Figure 1. Clock distribution.
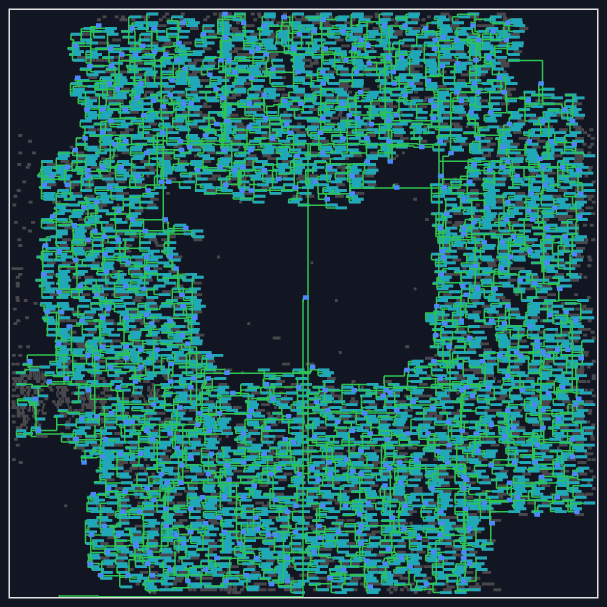
Figure 2. Signal wires on met3.
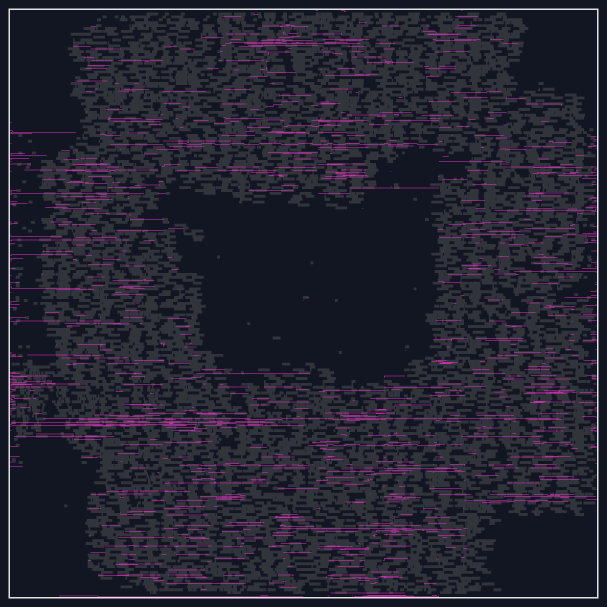
===== src/rtl/commit_trace_buffer.sv =====
// Retire-side trace buffer: qualifies commits, stamps sequence numbers,
// queues records in a show-ahead FIFO and drains them over valid/ready.
module commit_trace_buffer #(
  parameter int XLEN  = 32,
  parameter int DEPTH = 16,
  parameter int SEQW  = 32,
  parameter int DROPW = 16
) (
  input  logic                     clk_i,
  input  logic                     rstn_i,
  input  logic                     enable_i,
  input  logic                     clear_i,
  input  logic [XLEN-1:0]          pc_i,
  input  logic [XLEN-1:0]          instr_i,
  input  logic [4:0]               reg_addr_i,
  input  logic [XLEN-1:0]          reg_data_i,
  input  logic [XLEN-1:0]          mem_addr_i,
  input  logic [XLEN-1:0]          mem_data_i,
  input  logic                     stall_i,
  input  logic                     flushD_i,
  input  logic                     flushE_i,
  output logic                     trace_valid_o,
  input  logic                     trace_ready_i,
  output logic [SEQW-1:0]          trace_seq_o,
  output logic [XLEN-1:0]          trace_pc_o,
  output logic [XLEN-1:0]          trace_instr_o,
  output logic [XLEN-1:0]          trace_reg_data_o,
  output logic [XLEN-1:0]          trace_mem_addr_o,
  output logic [XLEN-1:0]          trace_mem_data_o,
  output logic [4:0]               trace_reg_addr_o,
  output logic [$clog2(DEPTH):0]   count_o,
  output logic                     overflow_o,
  output logic [DROPW-1:0]         drop_cnt_o
);

  localparam int AW = $clog2(DEPTH);
  localparam int CW = AW + 1;

  typedef struct packed {
    logic [SEQW-1:0] seq;
    logic [XLEN-1:0] pc;
    logic [XLEN-1:0] instr;
    logic [4:0]      reg_addr;
    logic [XLEN-1:0] reg_data;
    logic [XLEN-1:0] mem_addr;
    logic [XLEN-1:0] mem_data;
  } rec_t;

  rec_t             store [DEPTH];
  rec_t             head;
  rec_t             wrec;
  logic [AW:0]      wptr;
  logic [AW:0]      rptr;
  logic [CW-1:0]    count;
  logic [SEQW-1:0]  seq;
  logic             full;
  logic             empty;
  logic             retire;
  logic             push;
  logic             pop;
  logic             drop;

  assign count  = wptr - rptr;
  assign full   = (count == CW'(DEPTH));
  assign empty  = (count == '0);

  assign retire = enable_i & ~stall_i & ~flushD_i & ~flushE_i
                & (instr_i != '0);
  assign pop    = ~empty & trace_ready_i;
  assign push   = retire & (~full | pop);
  assign drop   = retire & full & ~pop;

  always_comb begin
    wrec          = '0;
    wrec.seq      = seq;
    wrec.pc       = pc_i;
    wrec.instr    = instr_i;
    wrec.reg_addr = reg_addr_i;
    wrec.reg_data = reg_data_i;
    wrec.mem_addr = mem_addr_i;
    wrec.mem_data = mem_data_i;
  end

  // Storage is deliberately unreset; head fields are ignored while empty.
  always_ff @(posedge clk_i) begin
    if (push)
      store[wptr[AW-1:0]] <= wrec;
  end

  always_ff @(posedge clk_i or negedge rstn_i) begin
    if (!rstn_i) begin
      wptr <= '0;
      rptr <= '0;
      seq  <= '0;
    end else begin
      if (push)
        wptr <= wptr + 1'b1;
      if (pop)
        rptr <= rptr + 1'b1;
      if (retire)
        seq <= seq + 1'b1;
    end
  end

  // Clear wins over a same-cycle drop, but that drop still counts.
  always_ff @(posedge clk_i or negedge rstn_i) begin
    if (!rstn_i) begin
      overflow_o <= 1'b0;
      drop_cnt_o <= '0;
    end else if (clear_i) begin
      overflow_o <= drop;
      drop_cnt_o <= drop ? DROPW'(1) : '0;
    end else if (drop) begin
      overflow_o <= 1'b1;
      if (drop_cnt_o != '1)
        drop_cnt_o <= drop_cnt_o + 1'b1;
    end
  end

  assign head             = store[rptr[AW-1:0]];
  assign trace_valid_o    = ~empty;
  assign trace_seq_o      = head.seq;
  assign trace_pc_o       = head.pc;
  assign trace_instr_o    = head.instr;
  assign trace_reg_addr_o = head.reg_addr;
  assign trace_reg_data_o = head.reg_data;
  assign trace_mem_addr_o = head.mem_addr;
  assign trace_mem_data_o = head.mem_data;
  assign count_o          = count;

endmodule

===== config.mk =====
export PLATFORM = sky130hd
export DESIGN_NAME = commit_trace_buffer
export DESIGN_NICKNAME = d
export VERILOG_FILES = /design/src/rtl/commit_trace_buffer.sv
export SDC_FILE = /design/constraint.sdc
export NUM_CORES = 2
export LEC_CHECK = 0
export ABC_CLOCK_PERIOD_IN_PS = 24000
export CAP_MARGIN = 10
export CORE_UTILIZATION = 40
export CTS_BUF_LIST = sky130_fd_sc_hd__clkbuf_8
export DETAILED_ROUTE_END_ITERATION = 10
export SLEW_MARGIN = 10
export SYNTH_ARGS = -nofsm -noshare
export SYNTH_HDL_FRONTEND = slang
export SYNTH_SLANG_ARGS = --single-unit

===== constraint.sdc =====
create_clock -name clk_i -period 24 [get_ports clk_i]
set_clock_uncertainty 0.1 [all_clocks]
set_input_delay 3.6 -clock clk_i [delete_from_list [all_inputs] [get_ports clk_i]]
set_output_delay 3.6 -clock clk_i [all_outputs]
set_load 0.01 [all_outputs]

==> job_summary.md <==
### Metrics collected by this job

| Metric | Value |
|---|---|
| Ys flops | 3211 |
| Comb area share | 17.11% |
| Max-area cell share | 78.26% |
| Ys cells | 4685 |
| Number of global-route vias before repair | 57.80k |
| Final Critical Period | 11200 ps |
| Delay-heaviest family, CP | buffers and inverters |
| Top_reg_cell synth | edfxtp_1 |
| Post-route core utilization | 46.60% |
| Nature of the critical path startpoint | register |
| Die width | 551.9 um |
| Buf/Inv on CP | 6 |
| Maximum achievable frequency | 89.29 MHz |
| Metal-1 WL | 123500 um |
| Most frequent CP cell | buf_4 |
| Clock-pin slew on the worst setup and hold paths | 60 ps |
| Max clock buf depth | 4 |
| Clkbuf count | 552 |
| Cycle use final | 46.67% |
| Design area | 139900 um^2 |
| Post-route setup TNS | 0 ps |
| H-tree Lvls | 6 |
| FP Util | 40.27% |
| Max-slew headroom | 23.72% |
| CORE AREA | 300300 um^2 |
| Worst EP arrival | 7500 ps |
| Setup-failing EPs final | 0 |
| Postcts setup bufs | 0 |
| Routed wl met2 | 139900 um |
| Gr busiest metal | met2 |
| Critical path data required time | 20300 ps |
| Final WS setup | 12800 ps |
| CP Cell Sequence | buf_4 -> buf_4 -> buf_4 -> buf_4 -> buf_4 -> mux4_2 -> mux4_2 -> clkdlybuf4s50_1 |
| I/O pin cnt | 393 |
| Placement Cell Area | 130000 um^2 |
| Pleak | 43.10 nW |
| Worst Tran Pin Value | 1144 ps |
| Most frequent cell after synthesis | edfxtp_1 |
| Die Ht | 551.9 um |
| Via-to-Cell Ratio | 5.559 |
| Number of enable flip-flop cells | 3152 |
| Hold_buf cts | 0 |
| Layout non-clock buf frac | 3.503% |
| DP Worst Slack | 13440 ps |
| Met3 usage | 3.823% |
| Count of tool warnings | 45 |
| Filler cells | 24.61k |
| Die ar. | 304500 um^2 |
| Wire per inst | 29.10 um |
| Antenna-violating nets left | 0 |
| DRT iter0 DRCs | 4968 |
| Number of CTS-inserted buffers | 542 |
| Crit Reg-Reg Startpoint | rptr[1] |
| Signal inverters | 14 |
| Root buffer cell | clkbuf_8 |
| Register area share after synthesis | 79.49% |
| Routed WL | 287800 um |
| Fin nets | 5684 |
| R2R cell count | 11 |
| Final Max Slew Viols | 0 |
| Syn Nets | 4870 |
| Drt pass-1 iters | 5 |
| Hold Violations, Final | 0 |
| Clk sinks | 3211 |
| Yosys cell types | 47 |
| Overflow after GRT | 0 |
| Worst Setup End Kind | output pin |
| Hold Startpoint | rptr[4] |
| Worst setup path startpoint | rptr[1] |
| Slowest CP cell | buf_4 |
| Combinational gate count | 1229 |
| RSZ-0062 raised after global routing | false |
| Reg2reg setup slack | 16520 ps |
| Worst setup path endpoint | trace_reg_addr_o[1] |
| Dpl hpwl | 145500 um |
| Storage element area | 96140 um^2 |
| Cell area leaders | edfxtp_1 78%, mux4_2 18%, dfrtp_1 1.2% |
| Max-area cell class | registers |
| Cts repair resizes | 0 |
| Uppermost layer routed | met5 |
| Worst VDD drop | 0.00009752 V |
| Async set or reset register ratio after synthesis | 1.837% |
| MI comb area | 23940 um^2 |
| Row count | 201 |
| Area reported by Yosys stat | 120900 um^2 |
| Max Fanout on Critical Path | 63 |
| Antenna violations before repair | 36 |
| Met1 Resource Use GR | 26.42% |
| Synth cell count leaders | 3152 x edfxtp_1, 985 x mux4_2, 161 x clkbuf_1 |
| PwrDens | 107.5 nW/um^2 |
| Max cap viols | 0 |
| Top cell type by total area after synthesis | edfxtp_1 |
| IO buf count | 392 |
| N_diodes | 17 |
| Gpl congestion | 0.7380 |
| Final clock-cell share | 7.066% |
| Fraction of area in registers | 68.70% |
| Hold/Removal Path Class | register to register |
| Latency at later pin | 1170 ps |
| Synthesized area | 120900 um^2 |
| Crit-path max cell delay | 870 ps |
| Repair and plain buffers | 501 |
| WHS Endpoint | rptr[4] |
| Worst setup path class | register to output pin |
| Syn Area/Cell | 25.81 um^2 |
| Registers | 3211 |
| Via count | 54.96k |
| Stages on worst setup path | 8 |
| Status | complete, no violations |
| Yosys warns | 0 |
| Largest net degree at the start of global routing | 153 |
| Global Route met2 Usage | 29.81% |
| Routed wl met3 | 18320 um |
| Hold path depth | 1 |
| FF-to-FF End | store[10][88] |
| Tap cells | 3958 |
| # DRC | 0 |
| Mapped Cells | 4685 |
| CTS tree | done |
| Share of cells above drive strength 1 | 30.02% |
| Area Overhead vs Synth | 15.71% |
| Global-route wire length before repair | 410400 um |
| Global Route Usage Sum | 18.74% |
| Fin Hold WS | 389.7 ps |
Back to the opening pictures, Figure 1:
[cyan] flip-flops | count: 3211
[blue] clock drivers | count: 542
[green] clock wires | length: 39.7 mm
flops lie: spread over the die

Back to the opening pictures, Figure 2:
share of all routed wire: 6.4%
longest straight run: 193 um
main direction: horizontal
nets with wire on the layer: 520
wire length on this layer: 18300 um

[per-stage QoR]
stage,power (mW),cells
finish,15.04,9888
detailed placement,10.76,8913
global route,15.65,9881
global placement,10.75,8913
CTS,15.27,9871
floorplan,9.063,4685
[cell usage in the layout, fill, tap and decap left out, types with 6 or more instances in the layout]
| cell | count |
|---|---|
| edfxtp_1 | 3152 |
| mux4_2 | 985 |
| clkbuf_8 | 552 |
| clkdlybuf4s50_1 | 391 |
| inv_1 | 213 |
| clkinv_1 | 114 |
| buf_4 | 97 |
| dfrtp_1 | 56 |
| xnor2_1 | 31 |
| clkinv_2 | 25 |
| nand2_1 | 24 |
| nor2_1 | 20 |
| diode_2 | 17 |
| inv_8 | 17 |
| nand3_1 | 17 |
| nand4_1 | 16 |
| inv_12 | 16 |
| buf_12 | 13 |
| a21oi_1 | 12 |
| clkinv_8 | 12 |
| xor2_1 | 11 |
| nor4_1 | 11 |
| ha_1 | 11 |
| nor2b_1 | 10 |
| inv_6 | 10 |
| and3_4 | 8 |
| mux2_2 | 8 |
| and3_1 | 8 |
| nor3_1 | 6 |
| and4_1 | 6 |
| bufinv_16 | 6 |
[where the power goes]
part	leakage [nW]	total, mW	internal, mW	switching, mW
clock	5.77	4.48	2.25	2.23
combinational	8.87	4.23	2.18	2.05
sequential	28.5	6.33	6.24	0.0835
[logic make-up after synthesis]
| logic type | share of synthesized area (%) |
|---|---|
| and+or+nand+nor | 0.6890 |
| buffers and inverters | 0.7873 |
| muxes | 18.44 |
| AOI/OAI and AO/OA | 0.1655 |
| xor gates and xnor gates | 0.3042 |
| adders and majority gates | 0.1304 |
| DFF | 79.49 |
[state kept, by name, indices dropped and copies added, names as in the netlist]
signal / count
seq: 32
rptr: 5
overflow_o: 1
wptr: 5
drop_cnt_o: 16
store: 3152
Power is estimated from default activity; no workload was simulated.
